Fig. 1: run 1, PDN straps and rails
(8 px per um) Pins as bars on the die edge.
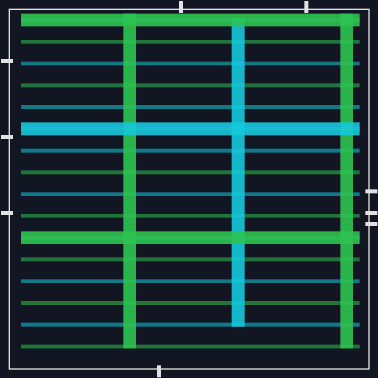
Fig. 2: run 1, placed cells, one colour a class
(6 px per um) Fill, decap, tap and diode cells in grey.
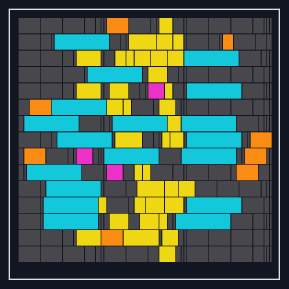
Fig. 3: run 1, clock network drawn from the DEF
(12 px per um)
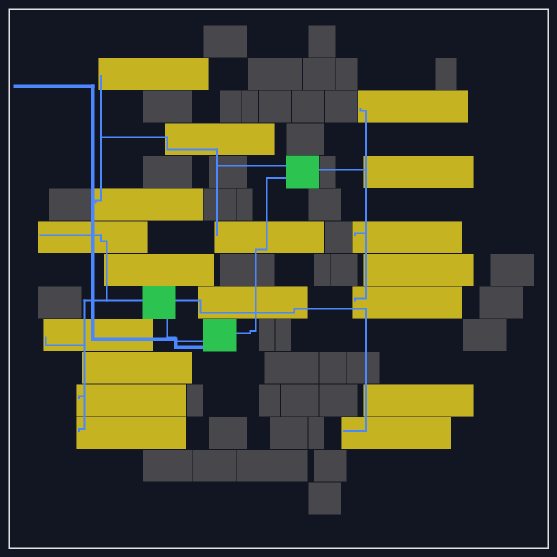
--- src/rtl/rs_key_pkg.sv ---
// Shared types for the RS key conditioner.
// Holds the per-key debounce FSM states and the synchroniser depth.
package rs_key_pkg;

   localparam int unsigned SYNC_STAGES = 2;

   typedef enum logic [1:0] {
      IDLE      = 2'd0,
      ARMING    = 2'd1,
      PRESSED   = 2'd2,
      RELEASING = 2'd3
   } key_state_e;

endpackage

--- src/rtl/key_debounce_ch.sv ---
// One key lane: a two-flop synchroniser, a debounce FSM with a saturating stability
// counter, and a single-cycle press strobe when a rising level is accepted.
module key_debounce_ch
   import rs_key_pkg::*;
#(
   parameter int unsigned DEBOUNCE_CYCLES = 4
) (
   input  logic clk,
   input  logic rst_n,
   input  logic key,
   output logic level,
   output logic press_pulse_c
);

   localparam int unsigned      CNT_W    = $clog2(DEBOUNCE_CYCLES + 1);
   localparam logic [CNT_W-1:0] CNT_LAST = CNT_W'(DEBOUNCE_CYCLES - 1);

   logic [SYNC_STAGES-1:0] sync_q;
   logic                   sync;
   key_state_e             state_q;
   key_state_e             state_d;
   logic [CNT_W-1:0]       cnt_q;
   logic [CNT_W-1:0]       cnt_d;

   // Metastability filter for the asynchronous button input.
   always_ff @(posedge clk or negedge rst_n) begin
      if (!rst_n) begin
         sync_q <= '0;
      end else begin
         sync_q <= {sync_q[SYNC_STAGES-2:0], key};
      end
   end

   assign sync = sync_q[SYNC_STAGES-1];

   // State, counter and debounced level registers.
   always_ff @(posedge clk or negedge rst_n) begin
      if (!rst_n) begin
         state_q <= IDLE;
         cnt_q   <= '0;
         level   <= 1'b0;
      end else begin
         state_q <= state_d;
         cnt_q   <= cnt_d;
         level   <= (state_d == PRESSED) || (state_d == RELEASING);
      end
   end

   // Next-state logic; the counter only ever compares against its last value.
   always_comb begin
      state_d       = state_q;
      cnt_d         = cnt_q;
      press_pulse_c = 1'b0;
      unique case (state_q)
         IDLE: begin
            if (sync) begin
               state_d = ARMING;
               cnt_d   = '0;
            end
         end
         ARMING: begin
            if (!sync) begin
               state_d = IDLE;
               cnt_d   = '0;
            end else if (cnt_q == CNT_LAST) begin
               state_d       = PRESSED;
               cnt_d         = '0;
               press_pulse_c = 1'b1;
            end else begin
               cnt_d = cnt_q + CNT_W'(1);
            end
         end
         PRESSED: begin
            if (!sync) begin
               state_d = RELEASING;
               cnt_d   = '0;
            end
         end
         RELEASING: begin
            if (sync) begin
               state_d = PRESSED;
               cnt_d   = '0;
            end else if (cnt_q == CNT_LAST) begin
               state_d = IDLE;
               cnt_d   = '0;
            end else begin
               cnt_d = cnt_q + CNT_W'(1);
            end
         end
         default: begin
            state_d = IDLE;
            cnt_d   = '0;
         end
      endcase
   end

endmodule

--- src/rtl/rs_key_conditioner.sv ---
// Front end for the RS flip-flop stage: debounces both keys and arbitrates their
// press strobes into registered s/r pulses, never issuing s and r together.
module rs_key_conditioner #(
   parameter int unsigned DEBOUNCE_CYCLES = 4
) (
   input  logic clk,
   input  logic rst_n,
   input  logic key_set,
   input  logic key_rst,
   output logic s,
   output logic r,
   output logic set_level,
   output logic rst_level,
   output logic conflict
);

   logic set_press_c;
   logic rst_press_c;

   key_debounce_ch #(
      .DEBOUNCE_CYCLES(DEBOUNCE_CYCLES)
   ) u_set_ch (
      .clk           (clk),
      .rst_n         (rst_n),
      .key           (key_set),
      .level         (set_level),
      .press_pulse_c (set_press_c)
   );

   key_debounce_ch #(
      .DEBOUNCE_CYCLES(DEBOUNCE_CYCLES)
   ) u_rst_ch (
      .clk           (clk),
      .rst_n         (rst_n),
      .key           (key_rst),
      .level         (rst_level),
      .press_pulse_c (rst_press_c)
   );

   // Simultaneous accepted presses cancel each other and are reported instead.
   always_ff @(posedge clk or negedge rst_n) begin
      if (!rst_n) begin
         s        <= 1'b0;
         r        <= 1'b0;
         conflict <= 1'b0;
      end else begin
         s        <= set_press_c & ~rst_press_c;
         r        <= rst_press_c & ~set_press_c;
         conflict <= set_press_c & rst_press_c;
      end
   end

endmodule

--- config.mk ---
export PLATFORM = sky130hd
export DESIGN_NAME = rs_key_conditioner
export DESIGN_NICKNAME = d
export VERILOG_FILES = /design/src/rtl/rs_key_pkg.sv /design/src/rtl/key_debounce_ch.sv /design/src/rtl/rs_key_conditioner.sv
export SDC_FILE = /design/constraint.sdc
export NUM_CORES = 1
export LEC_CHECK = 0
export ABC_AREA = 0
export CAP_MARGIN = 20
export CORE_UTILIZATION = 40
export CTS_CLUSTER_DIAMETER = 200
export CTS_CLUSTER_SIZE = 28
export DETAILED_ROUTE_END_ITERATION = 10
export PLACE_DENSITY = 0.66
export SLEW_MARGIN = 40
export SYNTH_ARGS = -nofsm -noshare
export SYNTH_HDL_FRONTEND = slang
export SYNTH_SLANG_ARGS = --single-unit
--- constraint.sdc ---
create_clock -name clk -period 3.1 [get_ports clk]
set_input_delay 0.62 -clock clk [delete_from_list [all_inputs] [get_ports clk]]
set_output_delay 0.62 -clock clk [all_outputs]
set_load 0.01 [all_outputs]
==> results.txt, run 1 <==
Status -> complete, no violations
Die area -> 2000 um^2
Unique cell type count in the Yosys netlist -> 20
Pre-antenna DRT Iters -> 3
Clock skew -> 0.00184 ns
Drt total wl -> 917 um
Die height -> 44.8 um
Synth top area share -> 61.5%
Vias per cell -> 4.66
Clk pin slew, worst setup/hold paths -> 0.09 ns
Fmax -> 534 MHz
Chip area line of the yosys report -> 732 um^2
Starting DRT DRC Count -> 6
Buffers plus inverters on the worst setup path -> 1
Worst-Margin Slew -> 0.472 ns
Netlist Area Pre-Place -> 732 um^2
Worst path cell trace -> clkdlybuf4s50_1
Fill cells -> 167
Antenna viol nets, final -> 0
Util after Layout -> 49.6%
Pwr dens -> 669 nW/um^2
First-pass GRT wire length -> 1520 um
Final TNS setup -> 0 ns
Most instantiated logic cell after routing -> dfrtp_1
Die Wd -> 44.8 um
Yosys cell count -> 56
Clk ins delay skew pair -> 0.28 ns
Tcrit/Tclk final -> 60.5%
Syn Inst Count -> 56
RSZ-0062 raised after global routing -> no
Core Area -> 1730 um^2
CTS HTree Levels -> 1
Synth area leader -> dfrtp_1
Crit path max fanout -> 4
CP peak stage delay -> 0.56 ns
Leak -> 0.375 nW
Maximum vdd drop -> 0.321 mV
I/O pins -> 9
Most instantiated logic cells after routing -> 18 x dfrtp_1, 7 x nand3b_1, 7 x clkdlybuf4s50_1
Storage cell area -> 450 um^2
Routed vias -> 424
Synthesized area per cell -> 13.1 um^2
Share of layout cells above drive strength 1 -> 18.2%
CP Capture Type -> primary output
Pre-CTS WS -> 1.48 ns
Remaining DRCs -> 0
Root buffer cell -> clkbuf_4
GR Overflow Total -> 0
Post-CTS Setup Repair Bufs -> 0
Fp util -> 42.4%
Gate Area -> 278 um^2
# resized after CTS -> 0
Final Max Tran Viols -> 0
Worst path top cell family by delay -> buffers and inverters
Crit path launch type -> register
Rel. slew slack -> 68.3%
TritonCTS Buffers -> 3
Critical Path AT -> 1.25 ns
Largest net degree at the start of global routing -> 19
Yosys reg bits -> 18
Worst Hold Class -> primary input to async pin
PortBufs -> 8
Placed cell area -> 840 um^2
Tool warnings -> 26
Wirelength per Cell -> 10.1 um
Antenna diodes -> 0
Endpoints failing setup -> 0
Hold-fix buffers at CTS -> 0
Final worst setup slack -> 1.23 ns
CTS tree -> yes
Fin. Hold Viols -> 0
Vias in the first global route -> 364
Rows -> 15
R2R setup slack -> 1.75 ns
Synth Warn # -> 0
Critical Path RT -> 2.48 ns
Crit path time final -> 1.87 ns
Max cap viols -> 0
Initial antenna violation count -> 0
Mapped Nets -> 62
Critical Path Slowest Stage Cell -> clkdlybuf4s50_1
Final Cell Area -> 857 um^2
GRT Util Overall -> 11.5%
Final GP Congestion -> 0.684
# nets final -> 74
Clock buffer depth -> 2
Back to the opening pictures, Fig. 1:
VSS: in green. VDD: in cyan.
3 straps on met4. The core has 15 rows. 3 straps on met5. 9 signal pins sit on the boundary.

Back to the opening pictures, Fig. 2:
other buffers and delay cells: in orange, cells 8, share of their area 9.1%. cells driving clock nets: in magenta, cells 3, share of their area 2.7%. flops: in cyan, cells 18, share of their area 55%. all other logic: in yellow, cells 37, share of their area 34%.

Back to the opening pictures, Fig. 3:
flip-flops: in yellow, count 18. cells driving clock nets: in green, count 3. clock wires: in blue, length 189 um.
There are 4 routed clock nets.

[run 1: layer usage]
metal	share of wire [%]	wire, um	GRT usage, %	vias up
li1	-	-	-	216
met1	50	458	13.8	200
met2	45	410	16.2	6
met3	2.9	27	4.80	2
met4	2.3	21	9.09	0
met5	0	0	0	-
[run 1: synthesized netlist by cell type (all sizes together)]
| cell type | n |
|---|---|
| nand2b | 2 |
| ha | 2 |
| mux2 | 3 |
| or2 | 1 |
| o22ai | 1 |
| nor2b | 2 |
| clkbuf | 1 |
| and2b | 1 |
| nand2 | 6 |
| and3b | 1 |
| a21oi | 1 |
| dfrtp | 18 |
| o31ai | 2 |
| xnor2 | 2 |
| o21ai | 3 |
| nor2 | 2 |
| nand3b | 7 |
| nand4b | 1 |
[run 1: per-stage QoR]
stage | power [mW] | hold WS (ns) | std cells
6_report | 0.574 | 0.250 | 91
4_1_cts | 0.584 | 0.360 | 91
3_5_place_dp | 0.477 | 0.339 | 88
2_1_floorplan | 0.431 | 0.324 | 56
5_1_grt | 0.618 | 0.265 | 91
3_3_place_gp | 0.472 | 0.335 | 88
[run 1: power breakdown]
part           internal (mW)  leakage, nW  switching (mW)
clock                 0.0450       0.0138          0.0602
sequential             0.279        0.232          0.0419
combinational         0.0852        0.129          0.0622
total                  0.409        0.375           0.164
[run 1: area by class of cell]
type	count	area share, %
well taps	25	3.65
flip-flops and latches	18	52.6
repair buffers	8	8.76
clock buffers	3	2.63
multi-input cells	37	32.4
[run 1: final timing paths]
check                           depth (start not counted)                          start                             to
worst min register to register                          0   u_set_ch.sync_q[0]$_DFF_PN0_   u_set_ch.sync_q[1]$_DFF_PN0_
max in group asynchronous                               1                          rst_n  u_set_ch.state_q[1]$_DFF_PN0_
min in group clk                                        0   u_set_ch.sync_q[0]$_DFF_PN0_   u_set_ch.sync_q[1]$_DFF_PN0_
worst max-delay path                                    1       u_rst_ch.level$_DFF_PN0_                      rst_level
worst max register to register                          4  u_rst_ch.cnt_q[0]$_DFFE_PN0P_       u_rst_ch.level$_DFF_PN0_
worst min-delay path                                    1                          rst_n  u_rst_ch.cnt_q[0]$_DFFE_PN0P_
[run 1: cells by family after synthesis]
| logic type | synth area share [%] |
|---|---|
| DFF | 61.5 |
| AOI/OAI and AO/OA | 7.01 |
| muxes | 4.62 |
| adders and majority gates | 3.42 |
| and+or+nand+nor | 19.5 |
| xor gates and xnor gates | 3.42 |
| buffers and inverters | 0.512 |
[run 1: flip-flops by register name, indices dropped and copies added, names as in the netlist, 2 cells and up]
name,count
u_rst_ch.cnt_q,3
u_rst_ch.sync_q,2
u_set_ch.cnt_q,3
u_set_ch.state_q,2
u_set_ch.sync_q,2
Fig. 4: run 1, placement view
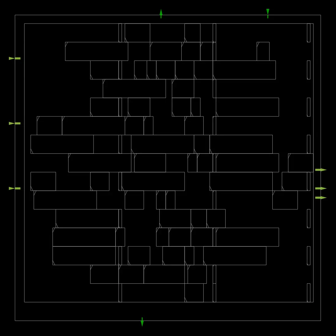

==> run 1 -> run 2 <==
Settings changed: PLACE_DENSITY 0.66 to 0.68.
Clock period 3.1 ns to 1.6 ns, I/O delays scaled along.
Fig. 5: run 2, placement view
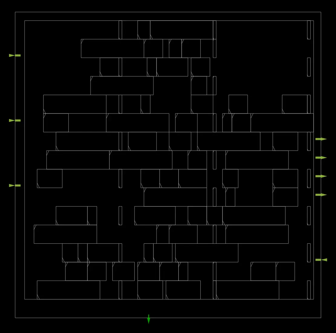
sequential share of cell area: 50.6%
tap cells: 25
seq_cells: 18

Fig. 6: run 2, clock network drawn from the DEF
(12 px per um)
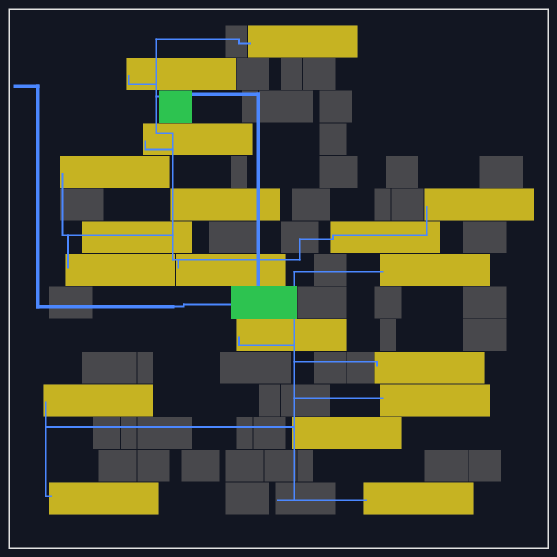
clock wires: in blue, length 226 um. cells driving clock nets: in green, count 3. flip-flops: in yellow, count 18.
Position of the flops: all over the die. There are 4 routed clock nets.

Fig. 7: run 2, placed cells, one colour a class
(6 px per um) Fill, decap, tap and diode cells in grey.
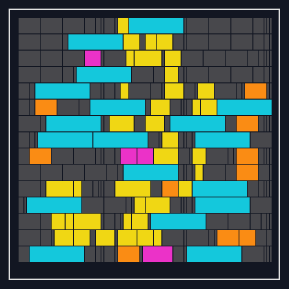
all other logic: in yellow, cells 37, share of their area 32%. other buffers and delay cells: in orange, cells 10, share of their area 11%. flops: in cyan, cells 18, share of their area 52%. clock drivers and dummy loads: in magenta, cells 4, share of their area 4.2%.
Util after Layout: 51.6%
Final Cell Area: 891 um^2

==> run 2 against run 1 <==
Effect of this change: area after synthesis is the same; hold slack improved by 0.085 ns; clock power increased to 2.7 times the previous value; design area up 3.9%; die size did not move; worst setup slack got worse by 1.2 ns; clock skew up 0.0028 ns; highest routed layer unchanged.
==> results.txt, run 2 <==
Mapped Nets -> 62 (unchanged)
Remaining DRCs -> 0 (unchanged)
Routed vias -> 452 (was 424)
# nets final -> 76 (was 74)
Pre-antenna DRT Iters -> 3 (unchanged)
Worst path cell trace -> clkdlybuf4s50_1 (unchanged)
Endpoints failing setup -> 0 (unchanged)
Worst-Margin Slew -> 0.558 ns (was 0.472 ns)
Vias in the first global route -> 450 (was 364)
Switching share of power -> 29.5% (was 28.6%)
Yosys reg bits -> 18 (unchanged)
Sequential Power Share -> 50.9% (was 56.0%)
Starting DRT DRC Count -> 5 (was 6)
GR Overflow Total -> 0 (unchanged)
Clock skew -> 0.00465 ns (was 0.00184 ns)
TritonCTS Buffers -> 3 (unchanged)
Netlist Area Pre-Place -> 732 um^2 (unchanged)
Tool warnings -> 26 (unchanged)
Synth area leader -> dfrtp_1 (unchanged)
Syn Inst Count -> 56 (unchanged)
Worst path top cell family by delay -> buffers and inverters (unchanged)
Fill cells -> 170 (was 167)
Tcrit/Tclk final -> 95.5%
Root buffer cell -> clkbuf_4 (unchanged)
Pint -> 857 uW (was 409 uW)
Crit path max fanout -> 2 (was 4)
Final worst setup slack -> 0.0716 ns (was 1.23 ns)
Yosys cell count -> 56 (unchanged)
Pwr dens -> 1370 nW/um^2 (was 669 nW/um^2)
Maximum vdd drop -> 0.604 mV (was 0.321 mV)
Rows -> 15 (unchanged)
Final Max Tran Viols -> 0 (unchanged)
Synth top cell by count -> dfrtp_1 (unchanged)
Clk pin slew, worst setup/hold paths -> 0.10 ns (was 0.09 ns)
Reg2Reg Launch Point -> u_rst_ch.cnt_q[0]$_DFFE_PN0P_ (unchanged)
Most instantiated logic cells after routing -> 18 x dfrtp_1, 8 x clkdlybuf4s50_1, 7 x nand3b_1 (was 18 x dfrtp_1, 7 x nand3b_1, 7 x clkdlybuf4s50_1)
Crit path time final -> 1.53 ns
Die Wd -> 44.8 um (unchanged)
WL met3 -> 34 um (was 27 um)
Metal-1 WL -> 541 um (was 458 um)
Wirelength per Cell -> 11.8 um (was 10.1 um)
Synth top area share -> 61.5% (unchanged)
Max cap viols -> 0 (unchanged)
Antenna viol nets, final -> 0 (unchanged)
Pre-CTS WS -> 0.267 ns (was 1.48 ns)
Status -> complete, no violations (unchanged)
Critical Path RT -> 1.28 ns (was 2.48 ns)
Power share of the clock group -> 23.0% (was 18.3%)
R2R setup slack -> 0.24 ns (was 1.75 ns)
Ys async rst share -> 100% (unchanged)
Critical Path Slowest Stage Cell -> clkdlybuf4s50_1 (unchanged)
PortBufs -> 8 (unchanged)
Placed cell area -> 847 um^2 (was 840 um^2)
Synth Warn # -> 0 (unchanged)
Crit path depth -> 1 (unchanged)
Post-synth top flop -> dfrtp_1 (unchanged)
Unique cell type count in the Yosys netlist -> 20 (unchanged)
Die height -> 44.8 um (unchanged)
CTS tree -> yes (unchanged)
Comb power frac -> 26.1% (was 25.7%)
First-pass GRT wire length -> 2040 um (was 1520 um)
Core Area -> 1730 um^2 (unchanged)
-- run 2: cell types whose count changed in the layout (fill, tap and decap cells not counted) --
cell / previous run / this run
buf_2: 1 / 0
clkbuf_8: 0 / 1
buf_4: 0 / 2
clkdlybuf4s50_1: 7 / 8
-- run 2: layer usage --
| layer | global-route usage (%) | up-vias |
|---|---|---|
| met4 | 10.9 | 0 |
| met2 | 21.2 | 10 |
| li1 | - | 217 |
| met5 | 0 | - |
| met1 | 20.2 | 221 |
| met3 | 4.80 | 4 |
-- run 2: what timing repair did --
action,in CTS,in global routing
setup buffers,1,0
endpoints found under the setup margin,1,0
hold buffers,0,0
-- run 2: worst max path at each step --
stage                                   from                       end  slack (ns)
3_5_place_dp   u_rst_ch.cnt_q[0]$_DFFE_PN0P_  u_rst_ch.level$_DFF_PN0_        0.27
5_1_grt             u_rst_ch.level$_DFF_PN0_                 rst_level        0.02
2_1_floorplan  u_rst_ch.cnt_q[0]$_DFFE_PN0P_  u_rst_ch.level$_DFF_PN0_        0.33
6_report            u_rst_ch.level$_DFF_PN0_                 rst_level        0.07
4_1_cts             u_rst_ch.level$_DFF_PN0_                 rst_level        0.06
3_3_place_gp   u_rst_ch.cnt_q[0]$_DFFE_PN0P_  u_rst_ch.level$_DFF_PN0_        0.30
-- run 2: stage by stage --
stage               total power [mW]  util (%)  cells  hold slack [ns]
finish                          1.22      51.6     94            0.334
global route                    1.30      51.6     94            0.354
CTS                             1.22      51.6     94            0.338
detailed placement             0.930      49.1     89            0.335
global placement               0.922      49.1     89            0.332
floorplan                      0.835         -     56           0.0244
-- run 2: cell type report --
type	instances	area (um^2)	area share (%)
well taps	25	31.3	3.51
clock buffers	4	36.3	4.07
multi-input cells	37	278	31.2
flip-flops and latches	18	450	50.6
repair buffers	10	95.1	10.7
-- run 2: cells by family after synthesis --
| group | synth area share (%) |
|---|---|
| multiplexers | 4.62 |
| AND-OR/OR-AND | 7.01 |
| buffers and inverters | 0.512 |
| adder cells (fa/ha/maj) | 3.42 |
| flip-flops | 61.5 |
| XOR/XNOR | 3.42 |
| AND/OR/NAND/NOR | 19.5 |
-- run 2: power by group through the flow --
| stage | combinational [mW] | sequential, mW | clock [mW] |
|---|---|---|---|
| global route | 0.356 | 0.633 | 0.315 |
| CTS | 0.319 | 0.617 | 0.289 |
| detailed placement | 0.297 | 0.633 | 0 |
| global placement | 0.292 | 0.630 | 0 |
| floorplan | 0.226 | 0.610 | 0 |
| finish | 0.318 | 0.619 | 0.279 |
No activity file was given, so power comes from the tool's default toggle rates.
